### src/rtl/pipelined_mul_add.sv
`default_nettype none
// ============================================================================
// Module      : pipelined_mul_add
// Description : Registered multiply-add, o = low_WIDTH(a*b + c), over a fixed
//               number of clock-enabled register stages. A valid bit travels
//               alongside the data through its own shift register.
//
// Parameters  : WIDTH          - width of a, b, c and o (1..18)
//               PIPELINE_DEPTH - register stages from input to output (1..4)
//
// Ports       : clk        in   rising-edge clock
//               rst        in   asynchronous active-high reset
//               ce         in   clock enable; all registers hold when 0
//               in_valid   in   qualifies a, b, c this cycle
//               a, b, c    in   unsigned operands (WIDTH bits)
//               o          out  registered result (WIDTH bits)
//               out_valid  out  o carries the result of a valid input
//
// Revision    : 1.0 - initial release
// ============================================================================
module pipelined_mul_add #(
    parameter int WIDTH          = 16,
    parameter int PIPELINE_DEPTH = 2
) (
    input  logic             clk,
    input  logic             rst,
    input  logic             ce,
    input  logic             in_valid,
    input  logic [WIDTH-1:0] a,
    input  logic [WIDTH-1:0] b,
    input  logic [WIDTH-1:0] c,
    output logic [WIDTH-1:0] o,
    output logic             out_valid
);

    // ------------------------------------------------------------------------
    // Parameter range checks: unsupported configurations stop elaboration.
    // ------------------------------------------------------------------------
    generate
        if (PIPELINE_DEPTH < 1 || PIPELINE_DEPTH > 4) begin : g_bad_depth
            $fatal(1, "pipelined_mul_add: PIPELINE_DEPTH must be in 1..4");
        end
        if (WIDTH < 1 || WIDTH > 18) begin : g_bad_width
            $fatal(1, "pipelined_mul_add: WIDTH must be in 1..18");
        end
    endgenerate

    // ------------------------------------------------------------------------
    // Valid pipe: one bit per stage, advanced only on ce=1.
    // ------------------------------------------------------------------------
    logic [PIPELINE_DEPTH-1:0] r_vld;

    generate
        if (PIPELINE_DEPTH == 1) begin : g_vld_single
            always_ff @(posedge clk or posedge rst) begin
                if (rst) begin
                    r_vld <= '0;
                end else if (ce) begin
                    r_vld <= in_valid;
                end
            end
        end else begin : g_vld_shift
            always_ff @(posedge clk or posedge rst) begin
                if (rst) begin
                    r_vld <= '0;
                end else if (ce) begin
                    r_vld <= {r_vld[PIPELINE_DEPTH-2:0], in_valid};
                end
            end
        end
    endgenerate

    assign out_valid = r_vld[PIPELINE_DEPTH-1];

    // ------------------------------------------------------------------------
    // Datapath. All arithmetic is evaluated in a WIDTH-bit context: the result
    // is taken mod 2^WIDTH, and the low WIDTH bits of a sum or product depend
    // only on the low WIDTH bits of the operands, so upper product bits are
    // never formed or stored.
    //
    // Data registers load on every ce=1 cycle regardless of in_valid; o is
    // only meaningful while out_valid=1.
    // ------------------------------------------------------------------------
    generate
        if (PIPELINE_DEPTH == 1) begin : g_depth1
            // Single stage: full multiply-add straight into the output register.
            logic [WIDTH-1:0] r_o;

            always_ff @(posedge clk or posedge rst) begin
                if (rst) begin
                    r_o <= '0;
                end else if (ce) begin
                    r_o <= a * b + c;
                end
            end

            assign o = r_o;

        end else if (PIPELINE_DEPTH == 2) begin : g_depth2
            // Stage 1 registers the operands, stage 2 computes into o.
            logic [WIDTH-1:0] r_a;
            logic [WIDTH-1:0] r_b;
            logic [WIDTH-1:0] r_c;
            logic [WIDTH-1:0] r_o;

            always_ff @(posedge clk or posedge rst) begin
                if (rst) begin
                    r_a <= '0;
                    r_b <= '0;
                    r_c <= '0;
                    r_o <= '0;
                end else if (ce) begin
                    r_a <= a;
                    r_b <= b;
                    r_c <= c;
                    r_o <= r_a * r_b + r_c;
                end
            end

            assign o = r_o;

        end else begin : g_depth34
            // Stage 1 registers the operands, stage 2 the product and the
            // delayed addend, stage 3 the sum. Depth 4 appends one output
            // retiming register after the sum.
            logic [WIDTH-1:0] r_a;
            logic [WIDTH-1:0] r_b;
            logic [WIDTH-1:0] r_c;
            logic [WIDTH-1:0] r_p;
            logic [WIDTH-1:0] r_c2;
            logic [WIDTH-1:0] r_s;

            always_ff @(posedge clk or posedge rst) begin
                if (rst) begin
                    r_a  <= '0;
                    r_b  <= '0;
                    r_c  <= '0;
                    r_p  <= '0;
                    r_c2 <= '0;
                    r_s  <= '0;
                end else if (ce) begin
                    r_a  <= a;
                    r_b  <= b;
                    r_c  <= c;
                    r_p  <= r_a * r_b;
                    r_c2 <= r_c;
                    r_s  <= r_p + r_c2;
                end
            end

            if (PIPELINE_DEPTH == 4) begin : g_retime
                logic [WIDTH-1:0] r_out;

                always_ff @(posedge clk or posedge rst) begin
                    if (rst) begin
                        r_out <= '0;
                    end else if (ce) begin
                        r_out <= r_s;
                    end
                end

                assign o = r_out;
            end else begin : g_no_retime
                assign o = r_s;
            end
        end
    endgenerate

endmodule
`default_nettype wire

### config.mk
export PLATFORM = sky130hd
export DESIGN_NAME = pipelined_mul_add
export DESIGN_NICKNAME = d
export VERILOG_FILES = /design/src/rtl/pipelined_mul_add.sv
export SDC_FILE = /design/constraint.sdc
export NUM_CORES = 1
export LEC_CHECK = 0
export CAP_MARGIN = 10
export CORE_UTILIZATION = 64
export CTS_CLUSTER_SIZE = 12
export DETAILED_ROUTE_END_ITERATION = 8
export GPL_TIMING_DRIVEN = 1
export PLACE_DENSITY = 0.9
export SETUP_SLACK_MARGIN = 0.15
export SLEW_MARGIN = 25
export SYNTH_ARGS = -nofsm -noshare
export SYNTH_HDL_FRONTEND = slang
export SYNTH_SLANG_ARGS = --single-unit
### constraint.sdc
create_clock -name clk -period 14.38 [get_ports clk]
set_clock_uncertainty 0.05 [all_clocks]
set_input_delay 2.876 -clock clk [delete_from_list [all_inputs] [get_ports clk]]
set_output_delay 2.876 -clock clk [all_outputs]
set_load 0.005 [all_outputs]
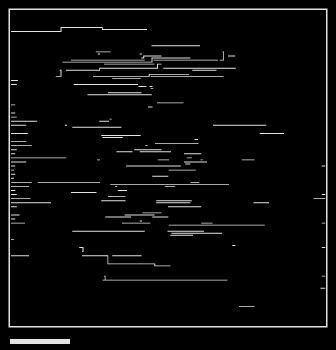
Figure 1: run 1, the metal 3 layer.
The bar under the picture is 20 µm long.
The wires run mostly horizontal. 84 nets have wire on it. The layer carries 1030 µm of wire.
met3 Use GR: 6.86%
Routed WL: 15100 µm
via count: 4811

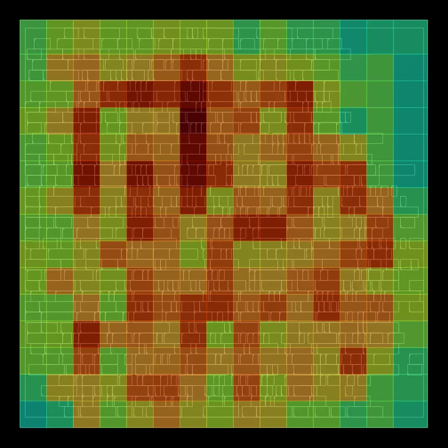
Figure 2: run 1, routing congestion.
GR Util All Layers: 29.9%
routing usage on met1: 37.7%

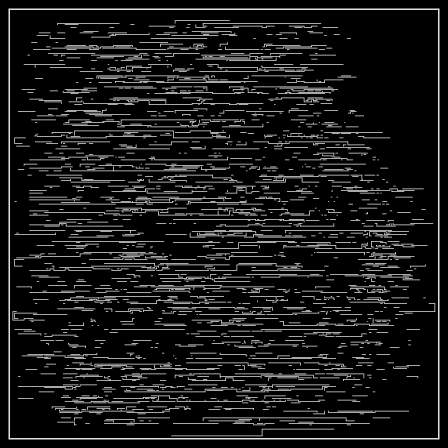
Figure 3: run 1, metal 1.
The layer carries 6060 µm of wire. The layer holds 40% of the routed length. The wires run mostly horizontal. The longest straight run is 35.2 µm. 863 nets have wire on it.

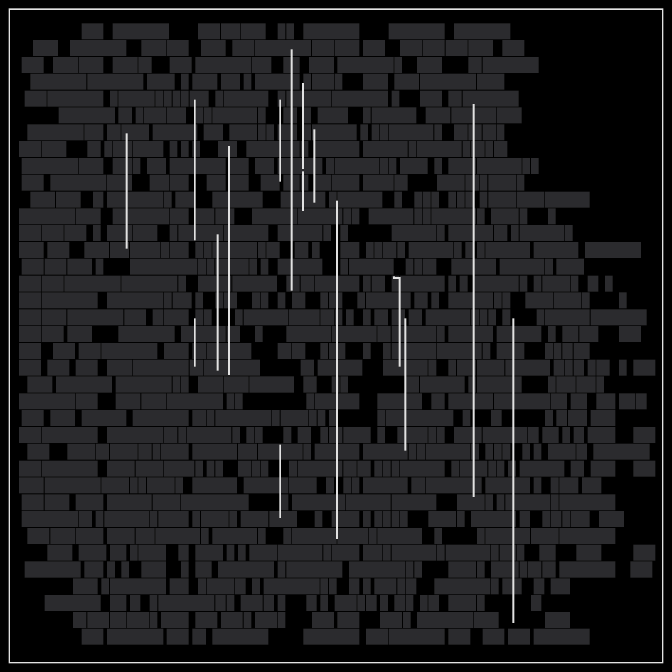
Figure 4: run 1, metal 4.
The wires run mostly vertical. The longest straight run is 63.2 µm. 13 nets have wire on it. The layer holds 2.7% of the routed length. The layer carries 404 µm of wire.

==> flow_summary.json, run 1 <==
{
  "syn_nets": 891,
  "area_leaders": "fa_1 27%, dfrtp_1 24%, ha_1 9.5%",
  "ys_sh_xor_pct": 5.30,
  "wl_met1_um": 6060,
  "rsz0062_at_grt": "no",
  "comb_area_share_pct": 57.2,
  "timing.hold.ws_ps": 463,
  "combGateArea_mm2": 0.00448,
  "cts_max_path_buffers": 2,
  "finalCriticalPeriod_ps": 5860,
  "yosys_area_mm2": 0.00685,
  "cts_hold_buf": 0,
  "largestClassByArea": "combinational gates",
  "portBuffers": 68,
  "post_cts_resized": 0,
  "yosys.area.top_type": "fa_1",
  "cts_tree": "done",
  "taps": 136,
  "syn_inst": 693,
  "flop_area_mm2": 0.00165,
  "clock-root-buffer": "clkbuf_8",
  "grt_pass1_wl_um": 25200,
  "design_area_mm2": 0.00784,
  "setup_violations": 0,
  "crit_type": "reg -> reg",
  "hold_depth": 1,
  "synth_top_area_share_pct": 27.5,
  "fin_nets": 946,
  "instances_no_fill": 889,
  "warnings": 26,
  "ys_ff": 66,
  "n_all_buffers": 70,
  "hold_violations": 0,
  "top_logic_kind": "adder cells",
  "clk_pin_slew_worst_paths_ps": 100,
  "buffer_area_share_pct": 8.81,
  "highest_layer": "met4",
  "ios": 69,
  "rrSetupSlack_ps": 8520,
  "post_cts.repair.setup_buffers": 0,
  "r2r_cells": 20,
  "drc": 0,
  "outcome": "completed",
  "n_antenna_cell": 0,
  "seq_share_pct": 21.1,
  "arrival_ps": 6070,
  "rows": 37,
  "max_clock_freq_ghz": 0.171,
  "edf_count": 0,
  "worst_pin_slew_ps": 958,
  "drv_cap": 0,
  "via_per_inst": 5.41,
  "routed-wl-met2_um": 7570,
  "grt_max_degree": 85
}
==> run 1: worst max-delay path, stage by stage, from the launching register on <==
cell and delay [ps]:
dfrtp_1 550, and2_1 260, fa_1 530, inv_1 60, fa_1 560, inv_1 70, fa_1 500, inv_1 60
fa_1 530, inv_1 50, fa_1 480, inv_1 50, fa_1 480, inv_1 50, ha_1 350, a21o_1 230
a21oi_1 130, nor2b_1 60, o21ai_0 240, nor4b_1 90, or3b_1 370
==> run 1: registers in the layout, indices dropped and copies added (netlist names) <==
name	flops
g_depth2.r_a	16
g_depth2.r_c	16
g_depth2.r_b	16
r_vld	2
o	16
## Run 2: what changed since run 1
CORE_UTILIZATION = 53   (was 64)
PLACE_DENSITY = 0.8   (was 0.9)
clock period = 5.3 ns   (was 14.38 ns; I/O delays follow)
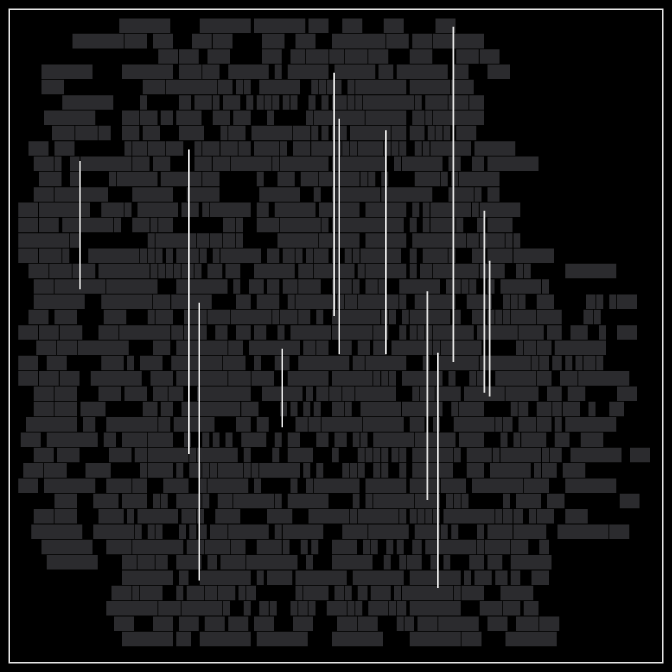
Figure 5: run 2, metal 4.
The layer holds 2.9% of the routed length. The wires run mostly vertical. The layer carries 456 µm of wire. The longest straight run is 59.2 µm. 9 nets have wire on it.
via count: 4878
Routed WL: 15900 µm

==> flow_summary.json, run 2 <==
{
  "outcome": "finished, violations left",
  "violations": "setup timing",
  "crit_family": "adder cells",
  "highest_layer": "met4",
  "arrival_ps": 5530,
  "n_antenna_cell": 0,
  "setup_violations": 3,
  "startpoint": "g_depth2.r_a[10]",
  "lay_top_count": "inv_1",
  "drv_cap": 0,
  "portBuffers": 68,
  "hold_violations": 0,
  "grt_max_degree": 55,
  "hold_depth": 1,
  "post_cts.repair.setup_buffers": 6,
  "worst_path_most_repeated_cell": "fa_1",
  "flop_area_mm2": 0.00166,
  "cts_tree": "done",
  "r2r_cells": 21,
  "instances_no_fill": 964,
  "timing.hold.ws_ps": 454,
  "synth_top_area_share_pct": 27.5,
  "rrSetupSlack_ps": -80,
  "ys_sh_xor_pct": 5.30,
  "clk_pin_slew_worst_paths_ps": 60,
  "clock-root-buffer": "clkbuf_16",
  "gr-usage-all-layers_pct": 26.8,
  "slowest_delay_ps": 550,
  "rows": 41,
  "post_cts_resized": 17,
  "finalCriticalPeriod_ps": 5380,
  "use_met3_pct": 3.97,
  "crit_buf_inv": 7,
  "worst_pin_slew_ps": 595,
  "max_clock_freq_ghz": 0.186,
  "crit_path_top_delay_cell": "fa_1",
  "yosys.area.top_type": "fa_1",
  "grt_pass1_wl_um": 26600,
  "syn_nets": 891,
  "ys_ff": 66,
  "dp_hpwl_um": 12600,
  "rsz0062_at_grt": "yes",
  "fin_ws_ps": -81.8,
  "cts_hold_buf": 0,
  "top_logic_kind": "adder cells",
  "crit_type": "reg -> reg",
  "combGateArea_mm2": 0.00456,
  "edf_count": 0,
  "drc": 0,
  "ios": 69,
  "yosys_area_mm2": 0.00685,
  "wl_met1_um": 6630,
  "area_leaders": "fa_1 27%, dfrtp_1 24%, ha_1 9.5%",
  "syn_inst": 693,
  "routed-wl-met2_um": 8110,
  "fin_nets": 985,
  "warnings": 29,
  "crit_chain": "and2_4 > fa_1 > inv_2 > fa_1 > inv_2 > fa_1 > inv_1 > fa_1 > inv_1 > fa_1 > inv_1 > fa_1 > inv_2 > ha_4 > nand2_2 > a211oi_2 > o21ai_2 > a21oi_1 > buf_4 > xnor2_2 > a21oi_1",
  "cts_made_buffers": 9
}
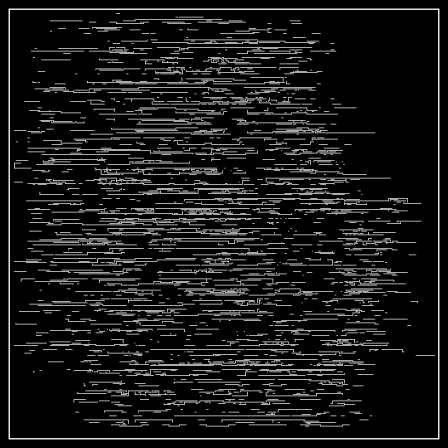
Figure 6: run 2, metal 1.
The wires run mostly horizontal. The layer carries 6630 µm of wire. The layer holds 42% of the routed length.
routing usage on met1: 32.9%

-- run 2: worst max path at each step --
stage	cells past startpoint	to	slack, ps
2_1_floorplan	21	o[14]	70
3_3_place_gp	20	o[13]	-30
3_5_place_dp	20	o[13]	-140
4_1_cts	19	o[14]	-7
5_1_grt	21	o[15]	-240
6_report	21	o[15]	-80
-- run 2: cell type report --
| type | count | share of cell area, % |
|---|---|---|
| inverters | 161 | 7.25 |
| clock buffers | 9 | 2.70 |
| multi-input cells | 440 | 54.7 |
| clock inverters | 7 | 0.646 |
| well taps | 172 | 2.58 |
| repair buffers | 109 | 12.2 |
| flip-flops and latches | 66 | 19.9 |
